==> src/rtl/bcd_pkg.sv <==
// Shared BCD constants and elaboration-time helpers for the decade counters.
package bcd_pkg;
    localparam int BCD_W = 4;

    // Packed BCD image of a decimal integer, up to 16 decades.
    function automatic logic [63:0] to_bcd(input int unsigned value);
        logic [63:0] r;
        int unsigned v;
        r = '0;
        v = value;
        for (int i = 0; i < 16; i++) begin
            r[i*BCD_W +: BCD_W] = 4'(v % 10);
            v = v / 10;
        end
        return r;
    endfunction

    function automatic logic is_bcd(input logic [BCD_W-1:0] nib);
        return nib <= 4'd9;
    endfunction
endpackage

==> src/rtl/bcd_digit.sv <==
// One decade: combinational next-digit logic with carry/borrow in and out.
module bcd_digit
    import bcd_pkg::*;
(
    input  logic [BCD_W-1:0] digit,
    input  logic             cin,
    input  logic             up,
    output logic [BCD_W-1:0] next_digit,
    output logic             cout
);
    always_comb begin
        next_digit = digit;
        cout       = 1'b0;
        if (cin) begin
            if (up) begin
                if (digit == 4'd9) begin
                    next_digit = '0;
                    cout       = 1'b1;
                end else begin
                    next_digit = digit + 4'd1;
                end
            end else begin
                if (digit == 4'd0) begin
                    next_digit = 4'd9;
                    cout       = 1'b1;
                end else begin
                    next_digit = digit - 4'd1;
                end
            end
        end
    end
endmodule

==> src/rtl/bcd_counter_n.sv <==
// Multi-decade BCD up/down counter with validated parallel load, programmable
// wrap value and a combinational cascade enable.
module bcd_counter_n
    import bcd_pkg::*;
#(
    parameter int DIGITS  = 2,
    parameter int MAX_VAL = 10**DIGITS - 1
) (
    input  logic                    CLK,
    input  logic                    CLR,
    input  logic                    CE,
    input  logic                    UP,
    input  logic                    LOAD,
    input  logic [BCD_W*DIGITS-1:0] D,
    output logic [BCD_W*DIGITS-1:0] Q,
    output logic                    CEO,
    output logic                    ERR
);
    localparam int W = BCD_W * DIGITS;
    localparam logic [W-1:0] MAX_BCD = W'(to_bcd(MAX_VAL));

    logic [DIGITS:0] carry;
    logic [W-1:0]    q_step;
    logic [W-1:0]    q_next;
    logic            d_nibbles_ok;
    logic            load_ok;
    logic            at_term;

    assign carry[0] = 1'b1;

    for (genvar i = 0; i < DIGITS; i++) begin : g_digit
        bcd_digit u_digit (
            .digit      (Q[i*BCD_W +: BCD_W]),
            .cin        (carry[i]),
            .up         (UP),
            .next_digit (q_step[i*BCD_W +: BCD_W]),
            .cout       (carry[i+1])
        );
    end

    always_comb begin
        d_nibbles_ok = 1'b1;
        for (int i = 0; i < DIGITS; i++) begin
            if (!is_bcd(D[i*BCD_W +: BCD_W])) d_nibbles_ok = 1'b0;
        end
    end

    // With all nibbles valid, packed BCD orders the same as its decimal value.
    assign load_ok = d_nibbles_ok && (D <= MAX_BCD);

    // A borrow out of the top decade happens exactly when every decade is 0.
    assign at_term = UP ? (Q == MAX_BCD) : carry[DIGITS];
    assign q_next  = at_term ? (UP ? '0 : MAX_BCD) : q_step;
    assign CEO     = CE & ~LOAD & ~CLR & at_term;

    always_ff @(posedge CLK) begin
        if (CLR) begin
            Q   <= '0;
            ERR <= 1'b0;
        end else if (LOAD) begin
            if (load_ok) begin
                Q   <= D;
                ERR <= 1'b0;
            end else begin
                Q   <= '0;
                ERR <= 1'b1;
            end
        end else begin
            ERR <= 1'b0;
            if (CE) Q <= q_next;
        end
    end
endmodule

==> config.mk <==
export PLATFORM = sky130hd
export DESIGN_NAME = bcd_counter_n
export DESIGN_NICKNAME = d
export VERILOG_FILES = /design/src/rtl/bcd_pkg.sv /design/src/rtl/bcd_digit.sv /design/src/rtl/bcd_counter_n.sv
export SDC_FILE = /design/constraint.sdc
export NUM_CORES = 1
export LEC_CHECK = 0
export CAP_MARGIN = 20
export CORE_UTILIZATION = 40
export CTS_BUF_LIST = sky130_fd_sc_hd__clkbuf_4 sky130_fd_sc_hd__clkbuf_8
export CTS_CLUSTER_DIAMETER = 80
export DETAILED_ROUTE_END_ITERATION = 7
export GPL_TIMING_DRIVEN = 0
export PLACE_DENSITY = 0.77
export SYNTH_ARGS = -nofsm -noshare
export SYNTH_HDL_FRONTEND = slang
export SYNTH_SLANG_ARGS = --single-unit
==> constraint.sdc <==
create_clock -name CLK -period 5.7 [get_ports CLK]
set_clock_uncertainty 0.1 [all_clocks]
set_input_delay 1.14 -clock CLK [delete_from_list [all_inputs] [get_ports CLK]]
set_output_delay 1.14 -clock CLK [all_outputs]
set_load 0.05 [all_outputs]
PDN straps and rails:
The bar under the picture is 10 um long. Pins as bars on the die edge. Tap cells in gray.
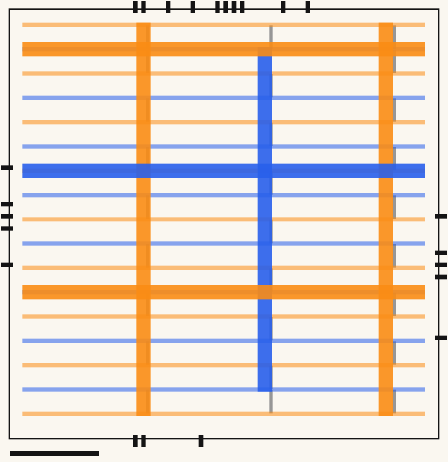
orange -> VSS
blue -> VDD
rows = 16
met5 straps = 3
signal pins = 23
met4 straps = 3

Drive-strength map:
The bar under the picture is 10 um long.
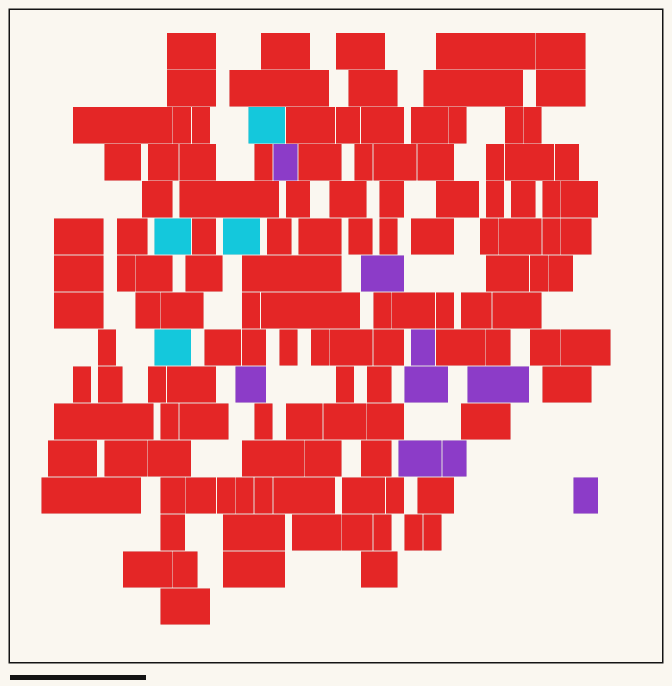
red -> _0 and _1 cells  # cells 125, share 91%, most used clkdlybuf4s50_1
cyan -> _3 and _4 cells  # cells 4, share 2.9%, most used clkbuf_4
purple -> _2 cells  # cells 9, share 6.5%, most used buf_2

==> results_dict.tcl <==
# metrics dict for downstream scripts
set metrics [dict create \
    fin_nets 156 \
    largest_reg_flops 8 \
    final_area_um2 1100 \
    drive_gt1_frac 0.0942 \
    synth-simple-area-share 0.310 \
    ff_type "dfxtp_1" \
    final-clk-cell-share 0.0274 \
    met2_length_um 1040 \
    seq-cell-share 0.164 \
    crit_start "LOAD" \
    nClkBuffers 4 \
    dominant_cells "combinational gates" \
    comb_cells 90 \
    antenna_found_initial 0 \
    cp_slowest_cell "clkdlybuf4s50_1" \
    buffers 30 \
    clkTransAtPathRegs_ns 0.06 \
    seq_cell_count 9 \
    io_buffers 19 \
    area_delta_synth_final_pct 30.1 \
    status "completed" \
    regArea_um2 180 \
    drv_slew 0 \
    p_per_area_nw_per_um2 204 \
    tightestPinTransition_ns 0.559 \
    rsz0062_at_grt "no" \
    hold_depth 2 \
    layout_top_cells "clkdlybuf4s50_1 (19), nor2_1 (14), dfxtp_1 (9)" \
    r2r_cells 8 \
    worstPathRequired_ns 4.46 \
    drt_pass1_iterations 6 \
    fin_crit_sh 0.772 \
    end_kind "output port" \
    dr_wl_met3_um 68 \
    logic_family "simple AND/OR/NAND/NOR gates" \
    top_cells_by_count "nor2_1 (14), dfxtp_1 (9), nand2_1 (7)" \
    use_met3 0.0264 \
    logic_area_um2 598 \
    clk_latency_ns 0.26 \
    top_area_frac 0.214 \
    peakVddDrop_mv 0.151 \
    setup_viol 0 \
    die_h_um 47.9 \
    coreArea_um2 1960 \
    postLayoutSetupSlackWorst_ns 1.30 \
    p_leak_nw 0.400 \
    drt_iter0_drc 28 \
    top_regs "Q (8), ERR (1)" \
    synth.net_count 132 \
    stdcell_count 165 \
    clock-root-buffer "clkbuf_4" \
    syn_avg_cell_area_um2 7.33 \
    post-place-ws_ns 1.34 \
    min_path_type "reg2reg" \
    synth_area_um2 843 \
    gp_congestion 0.821 \
    met1_length_um 1100 \
    cts_setup_buffers 0 \
    htree_num_levels 1 \
    p_comb_frac 0.433 \
    globalRouteTotalUtil 0.213 \
    clkPwrFrac 0.246 \
    top_register "Q" \
    cp_top_family "buffers and inverters" \
    grt_pass1_vias 771 \
    place_area_um2 1070 \
    ant_nets 0 \
    cts_tree "done" \
]
